Figure 1. Register map, names as in the netlist (run 1).
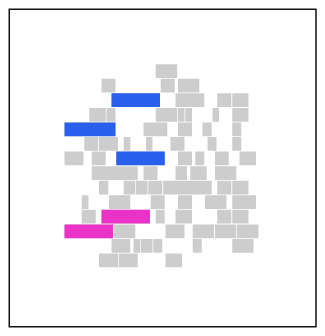
Figure 2. Clock network drawn from the DEF (run 1).
Scale bar: 20 um.
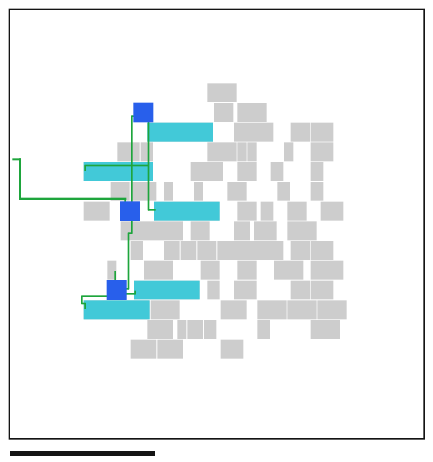
Figure 3. Pin placement (run 1).
Pins as bars across the die edge, other pins in grey.
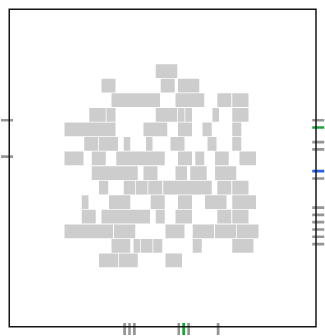
$ cat src/rtl/small_calc_cu.sv
// Moore control unit for the 4-bit small-calculator datapath: loads two operands,
// runs the requested ALU op into the result register, then presents it with done.
module small_calc_cu #(
    parameter logic [1:0] A_ADDR  = 2'b01,
    parameter logic [1:0] B_ADDR  = 2'b10,
    parameter logic [1:0] R_ADDR  = 2'b11,
    parameter logic [1:0] PASS_OP = 2'b10
) (
    input  logic       clk,
    input  logic       rst,
    input  logic       go,
    input  logic [1:0] op,
    output logic [1:0] s1,
    output logic [1:0] wa,
    output logic       we,
    output logic [1:0] raa,
    output logic       rea,
    output logic [1:0] rab,
    output logic       reb,
    output logic [1:0] c,
    output logic       s2,
    output logic       done,
    output logic       busy
);

    typedef enum logic [2:0] {
        IDLE   = 3'd0,
        LOAD_A = 3'd1,
        LOAD_B = 3'd2,
        EXEC   = 3'd3,
        OUTPUT = 3'd4,
        DONE   = 3'd5
    } state_t;

    state_t     state_q, state_d;
    logic [1:0] op_q, op_d;

    always_ff @(posedge clk or posedge rst) begin
        if (rst) begin
            state_q <= IDLE;
            op_q    <= 2'b00;
        end else begin
            state_q <= state_d;
            op_q    <= op_d;
        end
    end

    always_comb begin
        state_d = IDLE;
        op_d    = op_q;
        s1      = 2'b00;
        wa      = 2'b00;
        we      = 1'b0;
        raa     = 2'b00;
        rea     = 1'b0;
        rab     = 2'b00;
        reb     = 1'b0;
        c       = 2'b00;
        s2      = 1'b0;
        done    = 1'b0;
        busy    = 1'b1;
        case (state_q)
            IDLE: begin
                busy = 1'b0;
                if (go) begin
                    op_d    = op;
                    state_d = LOAD_A;
                end else begin
                    state_d = IDLE;
                end
            end
            LOAD_A: begin
                s1      = 2'b00;
                wa      = A_ADDR;
                we      = 1'b1;
                state_d = LOAD_B;
            end
            LOAD_B: begin
                s1      = 2'b01;
                wa      = B_ADDR;
                we      = 1'b1;
                state_d = EXEC;
            end
            EXEC: begin
                rea     = 1'b1;
                reb     = 1'b1;
                raa     = A_ADDR;
                rab     = B_ADDR;
                c       = op_q;
                s1      = 2'b11;
                wa      = R_ADDR;
                we      = 1'b1;
                state_d = OUTPUT;
            end
            OUTPUT: begin
                // R AND R passes the stored result through the ALU unchanged
                rea     = 1'b1;
                reb     = 1'b1;
                raa     = R_ADDR;
                rab     = R_ADDR;
                c       = PASS_OP;
                s2      = 1'b1;
                state_d = DONE;
            end
            DONE: begin
                rea     = 1'b1;
                reb     = 1'b1;
                raa     = R_ADDR;
                rab     = R_ADDR;
                c       = PASS_OP;
                s2      = 1'b1;
                done    = 1'b1;
                state_d = go ? DONE : IDLE;
            end
            default: begin
                busy    = 1'b0;
                state_d = IDLE;
            end
        endcase
    end

endmodule

$ cat config.mk
export PLATFORM = sky130hd
export DESIGN_NAME = small_calc_cu
export DESIGN_NICKNAME = d
export VERILOG_FILES = /design/src/rtl/small_calc_cu.sv
export SDC_FILE = /design/constraint.sdc
export NUM_CORES = 1
export LEC_CHECK = 0
export ABC_AREA = 0
export ABC_CLOCK_PERIOD_IN_PS = 2000
export CORE_AREA = 10 10 47 49
export DETAILED_ROUTE_END_ITERATION = 16
export DIE_AREA = 0 0 57 59
export GPL_TIMING_DRIVEN = 0
export PLACE_DENSITY_LB_ADDON = 0.08
export SYNTH_ARGS = -nofsm -noshare
export SYNTH_HDL_FRONTEND = slang
export SYNTH_SLANG_ARGS = --single-unit
$ cat constraint.sdc
create_clock -name clk -period 2 [get_ports clk]
set_clock_uncertainty 0.15 [all_clocks]
set_input_delay 0.4 -clock clk [delete_from_list [all_inputs] [get_ports clk]]
set_output_delay 0.4 -clock clk [all_outputs]
set_load 0.005 [all_outputs]
==> flow_summary.yaml, run 1 <==
# implementation run metrics
outcome:
  status: "complete, but fails checks"
  violations: "negative setup slack"
setup_path:
  cp-start-kind: "flop"
  endpoint: "c[0]"
  path_common_cell: "buf_4"
  crit_cells: 6
  critPathArrivalTime_ns: 1.48
  reg2reg_from: "state_q[1]"
  critPathMaxStageDelay_ns: 0.38
  path_delay_family: "buffers and inverters"
  cp.required_ns: 1.45
logic_synthesis:
  syn_nets: 48
  ys_cells: 40
  largest_area_cell: "dfrtp_1"
  logic_family: "buffers and inverters"
worst_hold_path:
  hp-class: "input pin to asynchronous set/reset pin"
route:
  drt-total-wl_mm: 1.09
  postRouteAntennaNets: 0
  drt_first_pass_iters: 4
place:
  place.gp.congestion: 0.697
  dp_hpwl_um: 772
cells_and_area:
  seqCellArea_um2: 126
  fin_util_pct: 51.3
  clkCellAreaFrac_pct: 3.65
  buffers: 37
  sh_seq_area_pct: 17.6
  nFlopsAndLatches: 5
  clock_buffers: 4
  num-nets-final: 82
final_timing:
  worst_slew_pin_slew_ns: 0.317
  finalCriticalPeriod_ns: 2.03
  slew-limit-headroom_pct: 78.8
  finalCritPeriodShare_pct: 101
  setup-violations-final: 2
  layout_setup_ws_ns: -0.0282
clock_network:
  cts.clk_slew.worst_paths_ns: 0.04
  clk_latency_ns: 0.24
pwr:
  power_density_nw_per_um2: 1550
die:
  taps: 16
job:
  tool_warnings: 30
Notes on Figure 1 above:
legend:
  op_q:
    colour: magenta
    placed_flops: 2
  state_q:
    colour: blue
    placed_flops: 3

Notes on Figure 2 above:
legend:
  clock-net drivers:
    colour: blue
    count: 3
  flip-flops:
    colour: cyan
    count: 5
  clock wires:
    colour: green
    length: 84.0 um
routed clock nets: 4

Notes on Figure 3 above:
legend:
  busy:
    colour: blue
    pins: 1
    direction: output
    edge: east
  s1:
    colour: green
    pins: 2
    direction: output
    edge: 1 east, 1 south
all pins by edge: 12 east, 7 south, 2 west
Die Width: 57 um
port buffer count: 20
chip height: 59 um

[run 1: layer usage]
metal  wire length, um  up-vias  global-route usage, %
li1                  -      196                      -
met1               445      161                   7.17
met2               525       14                   10.7
met3               112        2                   3.00
met4                 5        0                   5.03
met5                 0        -                      0
[run 1: report_power, final]
part / internal (mW) / switching (mW)
clock network: 0.0753 / 0.0394
logic: 0.503 / 0.297
registers: 0.153 / 0.0490
[run 1: Yosys cell counts, drive strengths merged]
cell	instances
nand2b	1
a21boi	1
and3	1
and3b	1
and2	1
a31oi	1
dfrtp	5
a21oi	1
a21o	1
o21ai	2
nor3	2
nand2	1
a2111oi	1
nor2	1
or2	1
buf	8
nor4b	1
xnor2	1
inv	4
mux2	2
ha	3
[run 1: flip-flops by register name (all words and copies together) (netlist names)]
signal and cells:
state_q 3, op_q 2
Figure 4. Metal layers overlaid (run 1).
Scale bar: 20 um.
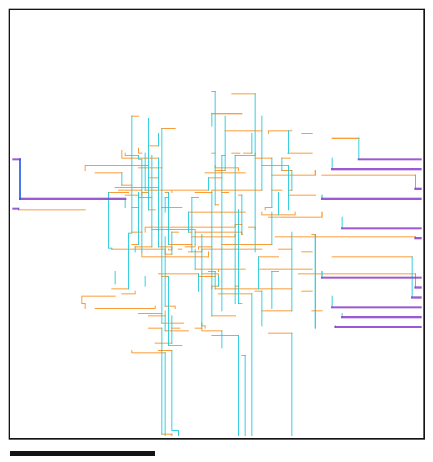

==> run 1 -> run 2 <==
CORE_AREA = 2 2 39 41   (was 10 10 47 49)
DIE_AREA = 0 0 41 43   (was 0 0 57 59)
Figure 5. Metal layers overlaid (run 2).
Scale bar: 10 um.
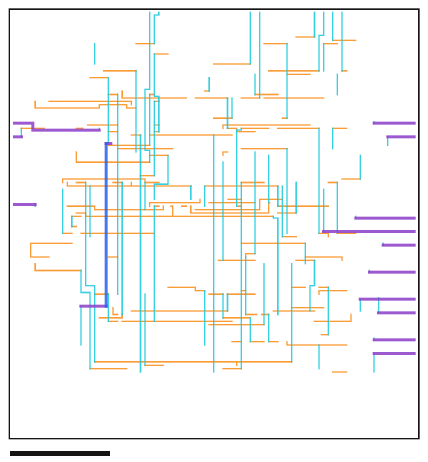
legend:
  M4:
    colour: blue
    wire_length: 16.3 um
  M2:
    colour: cyan
    wire_length: 431 um
  M3:
    colour: purple
    wire_length: 61.0 um
  M1:
    colour: orange
    wire_length: 392 um
WL/cell: 10.0 um
final wirelength: 900 um

==> run 2 against run 1 <==
The run still ends with negative setup slack left. Synthesized area unchanged. Setup slack improved by 0.015 ns. Combinational power fell by 5.8%.
==> flow_summary.yaml, run 2 <==
# implementation run metrics
outcome:
  status: "complete, but fails checks"
  violations: "negative setup slack"
pwr:
  p_comb_uw: 754
  pwr-share-clk_pct: 11.2
  power_clock_uw: 120
  pwr-share-comb_pct: 70.2
final_timing:
  setup-violations-final: 2
  finalCriticalPeriod_ns: 2.01
  layout_setup_ws_ns: -0.0127
cells_and_area:
  fin_util_pct: 51.5
  reg_top3: "state_q (3), op_q (2)"
  num-nets-final: 83
  largest_reg_flops: 3
setup_path:
  path_delay_family: "simple AND/OR/NAND/NOR gates"
  reg2reg_from: "state_q[1]"
  cp-start-kind: "flop"
route:
  wl_met1_um: 392
  wl_met3_um: 60
  wl_met2_um: 431
die:
  die_h_um: 43
  fp.dieW_um: 41
worst_hold_path:
  hp-class: "input pin to asynchronous set/reset pin"
logic_synthesis:
  largest_area_cell: "dfrtp_1"
  synth-edff-count: 0
  synth-main-ff-cell: "dfrtp_1"
  synth_top_cell_by_count: "buf_4"
place:
  dp_hpwl_um: 620
Figure 6. Register map, names as in the netlist (run 2).
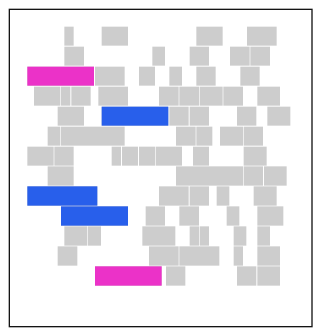
legend:
  op_q:
    colour: magenta
    placed_flops: 2
  state_q:
    colour: blue
    placed_flops: 3
total sequential power: 200 uW
flop share of the area: 17.7%
Flop area: 126 um^2

run 2: cell counts after synthesis:
No cell type changed its count.
run 2: logic make-up (layout without fill, tap and decap cells):
family          after synthesis  in the layout  share of synthesized area, %
buf+inv                      12             46                          19.5
flops                         5              5                          31.9
fa+ha+maj                     3              3                          9.59
mux                           2              2                          5.75
compound gates                7              7                          11.8
xor+xnor                      1              1                          2.24
simple gates                 10             10                          19.2
run 2: per-layer routing:
metal | track usage [%] | up-vias
met5 | 0 | -
met4 | 8.00 | 0
met3 | 1.57 | 2
met2 | 19.4 | 15
met1 | 17.4 | 158
li1 | - | 197
run 2: final cells by class:
cell class	count	area share [%]
Timing Repair Buffer	30	34.6
Multi-Input combinational cell	23	29.3
Sequential cell	5	17.7
Buffer	8	9.47
Clock buffer	4	3.68
Tap cell	16	2.81
Inverter	4	2.46
==> run 2 -> run 3 <==
ABC_CLOCK_PERIOD_IN_PS = unset   (was 2000)
Figure 7. Clock network drawn from the DEF (run 3).
Scale bar: 10 um.
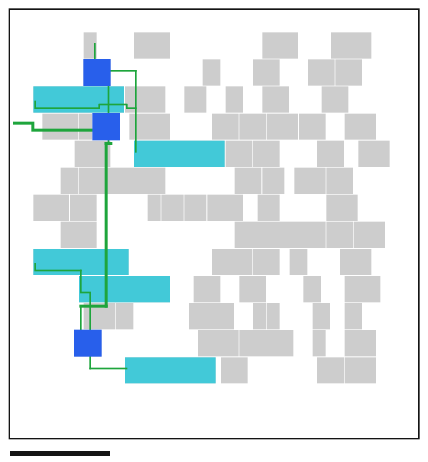
Clock power frac: 11.2%
P_clk: 120 uW

Figure 8. Register map, names as in the netlist (run 3).
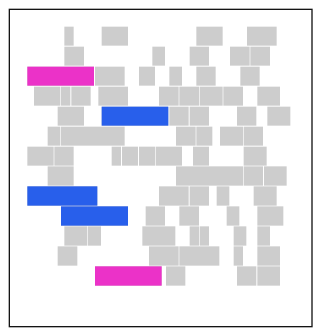
legend:
  state_q:
    colour: blue
    placed_flops: 3
  op_q:
    colour: magenta
    placed_flops: 2
Layout Utilization: 51.5%

==> run 3 against run 2 <==
The flow still finishes with violations (negative setup slack). Critical path type unchanged. Sequential share of layout area stayed put. Critical path depth did not move. Setup slack stayed put.
==> flow_summary.yaml, run 3 <==
# implementation run metrics
final_timing:
  finalCriticalPeriod_ns: 2.01
  setup-violations-final: 2
  layout_setup_ws_ns: -0.0127
route:
  drt-total-wl_um: 900
  wl_met3_um: 60
  wl_met1_um: 392
  wire_per_inst_um: 10.0
cells_and_area:
  nMultiInputCombCells: 23
  largest_class: "buffers"
  reg_top3: "state_q (3), op_q (2)"
  largest_reg_flops: 3
  num-nets-final: 83
  comb_share_pct: 29.3
  buffer_area_share_pct: 44.0
  clock_buffers: 4
  clkCellAreaFrac_pct: 3.68
  nFlopsAndLatches: 5
  sh_seq_area_pct: 17.7
  buffers: 38
logic_synthesis:
  synth-main-ff-cell: "dfrtp_1"
  largest_area_cell: "dfrtp_1"
  synth-edff-count: 0
  synth_top_cell_by_count: "buf_4"
die:
  taps: 16
  die_h_um: 43
  fp.dieW_um: 41
outcome:
  violations: "negative setup slack"
  status: "complete, but fails checks"
pwr:
  seq-power_uw: 200
  p_comb_uw: 754
place:
  dp_hpwl_um: 620
worst_hold_path:
  hp-class: "input pin to asynchronous set/reset pin"
global_routing:
  grtUsageMet2_pct: 19.4
  met3_usage_pct: 1.57
  grt.busiest_layer: "met2"
setup_path:
  cp-start-kind: "flop"
  path_delay_family: "simple AND/OR/NAND/NOR gates"
## run 3: cell counts after synthesis
Identical to the previous run, type by type.
## run 3: kinds of logic after synthesis
logic type | synth area share [%]
buffers and inverters | 19.5
AND-OR/OR-AND | 11.8
multiplexers | 5.75
AND/OR/NAND/NOR | 19.2
flip-flops | 31.9
XOR/XNOR | 2.24
adder cells (fa/ha/maj) | 9.59
## run 3: repair_timing
item / in CTS / in global routing
pin swaps: 2 / 0
gates resized: 35 / 5
buffers inserted: 9 / 1
endpoints found under the hold margin: 0 / 0
gates cloned: 0 / 0
setup endpoints to repair: 16 / 9
## run 3: worst reg2reg max path, stage by stage, from the launching register on
cell	delay, ns
dfrtp_1	0.38
buf_6	0.13
buf_4	0.16
nor4b_4	0.31
mux2_1	0.36
No activity file was given, so power comes from the tool's default toggle rates.
